===== config.mk =====
export PLATFORM = sky130hd
export DESIGN_NAME = add_sub_unit
export DESIGN_NICKNAME = d
export VERILOG_FILES = /design/src/rtl/add_sub_unit.sv
export SDC_FILE = /design/constraint.sdc
export NUM_CORES = 1
export LEC_CHECK = 0
export CAP_MARGIN = 20
export CORE_MARGIN = 4
export CORE_UTILIZATION = 56
export CTS_CLUSTER_SIZE = 14
export DETAILED_ROUTE_END_ITERATION = 6
export PLACE_DENSITY = 0.88
export SKIP_LAST_GASP = 1
export SLEW_MARGIN = 25
export SYNTH_ARGS = -nofsm -noshare
export SYNTH_HDL_FRONTEND = slang
export SYNTH_SLANG_ARGS = --single-unit
export TNS_END_PERCENT = 50

===== constraint.sdc =====
create_clock -name clk -period 3.45 [get_ports clk]
set_clock_uncertainty 0.2 [all_clocks]
set_input_delay 0.69 -clock clk [delete_from_list [all_inputs] [get_ports clk]]
set_output_delay 0.69 -clock clk [all_outputs]
set_load 0.02 [all_outputs]

===== src/rtl/add_sub_unit.sv =====
// add_sub_unit: queued multi-cycle add/subtract unit that retires results onto the CDB.
// Define ADD_SUB_UNIT_FLAGS_EN to add the registered Carry/Ovf flag outputs.
module add_sub_unit #(
  parameter int unsigned WIDTH = 9,
  parameter int unsigned TAG_W = 3,
  parameter int unsigned LAT   = 3,
  parameter int unsigned DEPTH = 2
) (
  input  logic             clk,
  input  logic             reset,
  input  logic             RUN,
  output logic             Ready,
  input  logic [2:0]       OpCode,
  input  logic [WIDTH-1:0] RegY,
  input  logic [WIDTH-1:0] RegZ,
  input  logic [TAG_W-1:0] XAddSub,
  input  logic [TAG_W-1:0] LabelAddSub,
  input  logic             CdbGrant,
  output logic             Done,
  output logic [WIDTH-1:0] Result,
  output logic [TAG_W-1:0] EnderecoSaida,
  output logic [TAG_W-1:0] Label
`ifdef ADD_SUB_UNIT_FLAGS_EN
  ,
  output logic             Carry,
  output logic             Ovf
`endif
);

  localparam int unsigned PTR_W = (DEPTH > 1) ? $clog2(DEPTH) : 1;
  localparam int unsigned CNT_W = $clog2(DEPTH + 1);
  localparam int unsigned LAT_W = $clog2(LAT + 1);

  typedef enum logic [1:0] {IDLE = 2'd0, BUSY = 2'd1, HOLD = 2'd2} state_t;

  state_t           state, state_nx;

  logic             q_sub [DEPTH];
  logic [WIDTH-1:0] q_y   [DEPTH];
  logic [WIDTH-1:0] q_z   [DEPTH];
  logic [TAG_W-1:0] q_x   [DEPTH];
  logic [TAG_W-1:0] q_lbl [DEPTH];
  logic [PTR_W-1:0] head, tail;
  logic [CNT_W-1:0] count;

  logic [LAT_W-1:0] cnt;
  logic             exec_sub;
  logic [WIDTH-1:0] exec_y, exec_z;
  logic [TAG_W-1:0] exec_x, exec_lbl;

  logic             empty, legal, push, pop, wr_out, out_free, last;
  logic [WIDTH-1:0] res_c;

  assign Ready    = count < CNT_W'(DEPTH);
  assign empty    = count == '0;
  assign legal    = (OpCode == 3'b000) || (OpCode == 3'b001);
  assign push     = RUN && Ready && legal;
  assign out_free = !Done || CdbGrant;
  assign last     = cnt == LAT_W'(1);

  function automatic logic [PTR_W-1:0] ptr_inc(input logic [PTR_W-1:0] p);
    return (p == PTR_W'(DEPTH - 1)) ? '0 : p + PTR_W'(1);
  endfunction

  // Queue payload storage; only legal ops are stored, so the SUB bit is enough.
  always_ff @(posedge clk) begin
    if (push) begin
      q_sub[tail] <= OpCode[0];
      q_y[tail]   <= RegY;
      q_z[tail]   <= RegZ;
      q_x[tail]   <= XAddSub;
      q_lbl[tail] <= LabelAddSub;
    end
  end

  always_ff @(posedge clk) begin
    if (!reset) begin
      head  <= '0;
      tail  <= '0;
      count <= '0;
    end else begin
      if (push) tail <= ptr_inc(tail);
      if (pop)  head <= ptr_inc(head);
      case ({push, pop})
        2'b10:   count <= count + CNT_W'(1);
        2'b01:   count <= count - CNT_W'(1);
        default: ;
      endcase
    end
  end

  always_ff @(posedge clk) begin
    if (!reset) state <= IDLE;
    else        state <= state_nx;
  end

  always_comb begin
    state_nx = state;
    case (state)
      IDLE: if (!empty) state_nx = BUSY;
      BUSY: begin
        if (last) begin
          if (out_free) state_nx = empty ? IDLE : BUSY;
          else          state_nx = HOLD;
        end
      end
      HOLD: if (out_free) state_nx = empty ? IDLE : BUSY;
      default: state_nx = IDLE;
    endcase
  end

  // Retiring an op frees the execute register, so the next head may load at the same edge.
  always_comb begin
    pop    = 1'b0;
    wr_out = 1'b0;
    case (state)
      IDLE: pop = !empty;
      BUSY: begin
        if (last && out_free) begin
          wr_out = 1'b1;
          pop    = !empty;
        end
      end
      HOLD: begin
        if (out_free) begin
          wr_out = 1'b1;
          pop    = !empty;
        end
      end
      default: ;
    endcase
  end

`ifdef ADD_SUB_UNIT_FLAGS_EN
  logic [WIDTH:0] wide_c;
  logic           carry_c, ovf_c;

  assign wide_c  = exec_sub ? ({1'b0, exec_y} - {1'b0, exec_z})
                            : ({1'b0, exec_y} + {1'b0, exec_z});
  assign res_c   = wide_c[WIDTH-1:0];
  assign carry_c = wide_c[WIDTH];
  assign ovf_c   = (exec_sub ? (exec_y[WIDTH-1] != exec_z[WIDTH-1])
                             : (exec_y[WIDTH-1] == exec_z[WIDTH-1]))
                   && (res_c[WIDTH-1] != exec_y[WIDTH-1]);
`else
  assign res_c = exec_sub ? (exec_y - exec_z) : (exec_y + exec_z);
`endif

  // Execute register, latency counter and the CDB-facing output register.
  always_ff @(posedge clk) begin
    if (!reset) begin
      cnt           <= '0;
      exec_sub      <= 1'b0;
      exec_y        <= '0;
      exec_z        <= '0;
      exec_x        <= '0;
      exec_lbl      <= '0;
      Done          <= 1'b0;
      Result        <= '0;
      EnderecoSaida <= '0;
      Label         <= '0;
`ifdef ADD_SUB_UNIT_FLAGS_EN
      Carry         <= 1'b0;
      Ovf           <= 1'b0;
`endif
    end else begin
      if (pop) begin
        cnt      <= LAT_W'(LAT);
        exec_sub <= q_sub[head];
        exec_y   <= q_y[head];
        exec_z   <= q_z[head];
        exec_x   <= q_x[head];
        exec_lbl <= q_lbl[head];
      end else if (wr_out) begin
        cnt <= '0;
      end else if (state == BUSY && !last) begin
        cnt <= cnt - LAT_W'(1);
      end

      if (wr_out) begin
        Done          <= 1'b1;
        Result        <= res_c;
        EnderecoSaida <= exec_x;
        Label         <= exec_lbl;
`ifdef ADD_SUB_UNIT_FLAGS_EN
        Carry         <= carry_c;
        Ovf           <= ovf_c;
`endif
      end else if (CdbGrant) begin
        Done <= 1'b0;
      end
    end
  end

endmodule

Fig. 1: selected gate families
(4 px per um)
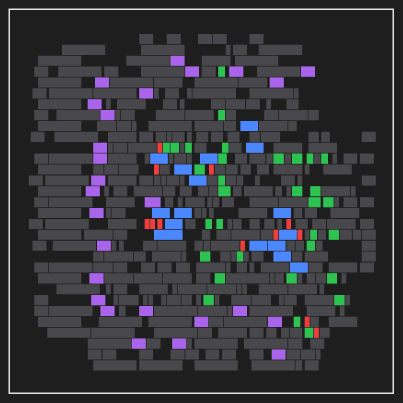
colour	family	cells	most used
red	inverters	12	inv_1
purple	multiplexers	26	mux2i_1
blue	adder and majority cells	16	ha_1
green	inverting AOI/OAI gates	32	a21boi_0

Fig. 2: close-up of the layout
Region (28, 47) to (68, 87) um. Cells in grey, sequential cells in the stronger grey; small squares are vias.
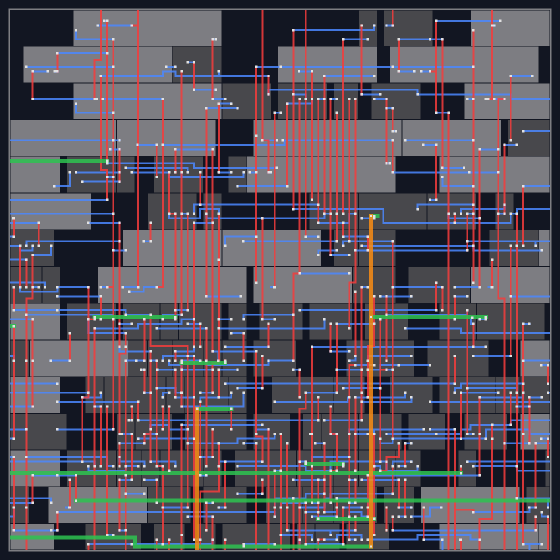
colour	layer
blue	met1
green	met3
red	met2
orange	met4
sequential cells in the window	26
most frequent	dfxtp_1 (15), edfxtp_1 (11), o211a_1 (10)
cells with their middle in the window	117
netlist names of flops here include	exec_z (8), q_z (7), q_y (4)

==> results.yml <==
# implementation run metrics
detailed_routing:
  routed_wirelength_mm: 7.47
  drt_drc_violations_left: 0
  routed_via_density: 5.47
  drtAntennaViolNets: 0
  wl_per_cell_um: 14.7
  first_pass_iters: 4
  num_vias: 2771
  drt_iter0_drc: 184
power:
  power_mw: 3.50
  peakVddDrop_v: 0.000319
  seqPwrFrac: 0.417
  powerDensity_mw_per_mm2: 696
  combPwrFrac: 0.374
  p_clk_frac: 0.209
  p_sw_mw: 1.19
  intPower_mw: 2.31
  swShare: 0.341
  p_leak_nw: 2.02
synth:
  synth-cells-yosys: 356
  yosys.stat.seqShare: 0.577
  top_area_cell: "edfxtp_1"
  async_flop_share: 0
  ys_ff: 99
  yosysMostFrequentCell: "edfxtp_1"
  syn_area_per_cell_um2: 12.1
  area_leaders: "edfxtp_1, dfxtp_1, o211a_1, mux2i_1, ha_1"
  ys_chip_area_mm2: 0.00430
  ys.flop_type: "edfxtp_1"
  yosysWarnings: 0
  synth_cell_types: 45
  floorplan.nets: 403
  netlist_instances: 356
  synthTopCellsByCount: "edfxtp_1, dfxtp_1, nand2_1"
  edf_count: 50
  netlist_area_mm2: 0.00430
  yosys.area.top_type_share: 0.349
placed_design:
  place_hpwl_mm: 5.10
  place_congestion: 0.868
  portBuffers: 47
  preCtsSetupSlack_ns: 0.676
  dpl_cell_area_mm2: 0.00482
  dp.cells: 491
min_path:
  whs_endpoint: "Result[6]"
  min_from: "Result[6]"
  hold_path_class: "flop to flop"
  whs_path_depth: 2
sta:
  worstMarginPinSlew_ns: 0.780
  fin_setup_tns_ns: 0
  hold_slack_ns: 0.265
  drv_slew: 0
  fmax_ghz: 0.359
  worst_slack_ns: 0.662
  maxSlewHeadroom: 0.480
  hold_viol_final: 0
  min_period_ns: 2.79
  period_used_share: 0.808
  finalSetupViolCount: 0
  rsz0062_at_grt: "no"
worst_setup_path:
  critPathMaxFanout: 7
  startpoint_type: "flop"
  crit_slowest_cell: "or4_1"
  worstSetupPathType: "flop to flop"
  crit_arrival_ns: 2.79
  end_kind: "flop"
  worstReg2RegEnd: "Result[8]"
  reg2reg_depth: 10
  rrSetupSlack_ns: 0.66
  cp.required_ns: 3.45
  max_stage_delay_ns: 0.54
  path_cells: "or4_1 > nor2_1 > nor2_1 > xnor2_1 > ha_1 > a21o_1 > a31o_2 > a21oi_1 > xnor2_1 > a21oi_1"
  r2r-start: "exec_z[0]"
  critPathTopFamily: "simple AND/OR/NAND/NOR gates"
  worst-path-buf-inv: 0
run:
  drv_cap: 0
  tool_warnings: 29
cts:
  clock-root-buffer: "clkbuf_8"
  post-cts-setup-buffers: 0
  cts_buffer_depth: 2
  cts_resized: 0
  insertion_delay_ns: 0.35
  cts_tree: "yes"
  htreeDepth: 3
  cts_sinks: 99
  cts_made_buffers: 9
  ctsHoldBuffers: 0
  path_clk_slew_ns: 0.09
floorplanning:
  ios: 48
  core_area_mm2: 0.00737
  row_count: 31
  die_x_um: 95.6
  chip_area_mm2: 0.00915
  die_y_um: 95.6
  initCoreUtil: 0.584
finish:
  fin_nets: 450
  diodes: 0
  drive_gt1_frac: 0.0735
  finalInstanceArea_mm2: 0.00503
  syn2layout_area_growth_pct: 16.8
  fillers: 543
  final_util: 0.682
  instances_no_fill: 507
grt:
  grt_pass1_vias: 2742
  grt_max_degree: 54
  antenna_found_initial: 0
  grt.overflow.total: 0
  grt_first_pass_wirelength_mm: 12.5
  grt.total_usage: 0.180
outcome:
  status: "finished clean"
Fig. 3: signal wires on met2
(3 px per um)
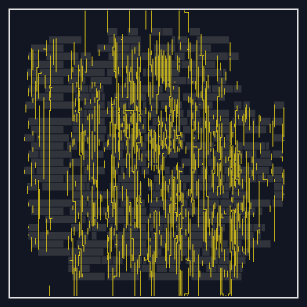
wire length on this layer	3880 um
longest straight run	44.9 um
nets with wire on the layer	385

Fig. 4: sequential cells coloured by netlist name
(4 px per um)
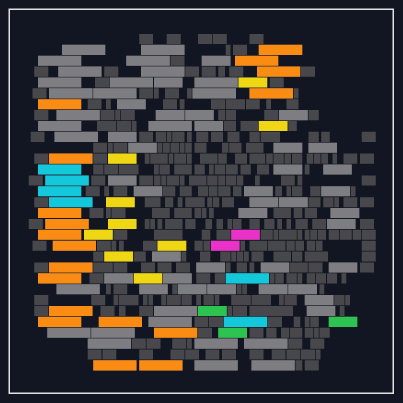
colour	signal	flops
green	Label	3
cyan	q_x	6
magenta	cnt	2
orange	q_y	18
yellow	exec_y	9
not coloured	61

==> final cells by class <==
type	instances	area (um2)	share of cell area
inverter	12	45.0	0.00896
clock inverter	7	77.6	0.0154
clock buffer	9	124	0.0246
tap	99	124	0.0246
multi-input combinational	227	1650	0.328
sequential	99	2480	0.494
timing repair buffer	54	523	0.104
==> per-layer routing <==
layer | vias up | wire [um] | GRT usage
met5 | - | 0 | 0
met4 | 0 | 83 | 0.0746
met3 | 7 | 440 | 0.0339
met2 | 73 | 3880 | 0.320
met1 | 1317 | 3060 | 0.210
li1 | 1374 | - | -
==> cell families after synthesis <==
logic type / synth area share
AND/OR/NAND/NOR: 0.113
flip-flops: 0.577
AND-OR/OR-AND: 0.130
buffers and inverters: 0.0404
multiplexers: 0.0608
adder cells (fa/ha/maj): 0.0483
XOR/XNOR: 0.0305
==> sequential cells by signal, summed over array words and instances (netlist names), 6 cells and up <==
name,count
q_x,6
q_z,18
exec_z,9
Result,9
exec_y,9
q_lbl,6
q_y,18
==> power groups by stage <==
stage | clock (mW) | combinational, mW | sequential (mW)
after global placement | 0 | 1.24 | 1.48
after global routing | 0.799 | 1.46 | 1.48
final | 0.733 | 1.31 | 1.46
after floorplan | 0 | 1.10 | 1.46
after detailed placement | 0 | 1.30 | 1.49
after CTS | 0.751 | 1.32 | 1.46
==> placed cells by master, fill, tap and decap left out, types with 7 or more instances in the layout <==
cell	n
dfxtp_1	49
clkdlybuf4s50_1	47
ha_1	15
nand2_1	44
a21boi_0	10
xnor2_1	13
clkbuf_8	9
nor2_1	17
o211a_1	27
nand3_1	9
inv_1	12
buf_4	7
edfxtp_1	50
a21oi_1	7
mux2i_1	25
==> worst reg2reg max path: cells and delay by family, from the launching register on <==
family | cells | cell delay (ns)
compound gates | 4 | 0.68
xor+xnor | 2 | 0.28
fa+ha+maj | 1 | 0.35
flops | 1 | 0.36
simple gates | 3 | 0.76
==> how the worst max path moves through the flow <==
stage | from | endpoint | slack [ns] | cells past startpoint
finish | exec_z[0] | Result[8] | 0.66 | 10
global route | exec_z[0] | Result[8] | 0.54 | 10
CTS | exec_z[0] | Result[8] | 0.65 | 10
detailed placement | exec_z[0] | Result[8] | 0.68 | 10
global placement | CdbGrant | count[1] | 0.71 | 7
floorplan | OpCode[2] | q_lbl[0][0] | 0.79 | 3
Power is estimated from default activity; no workload was simulated.
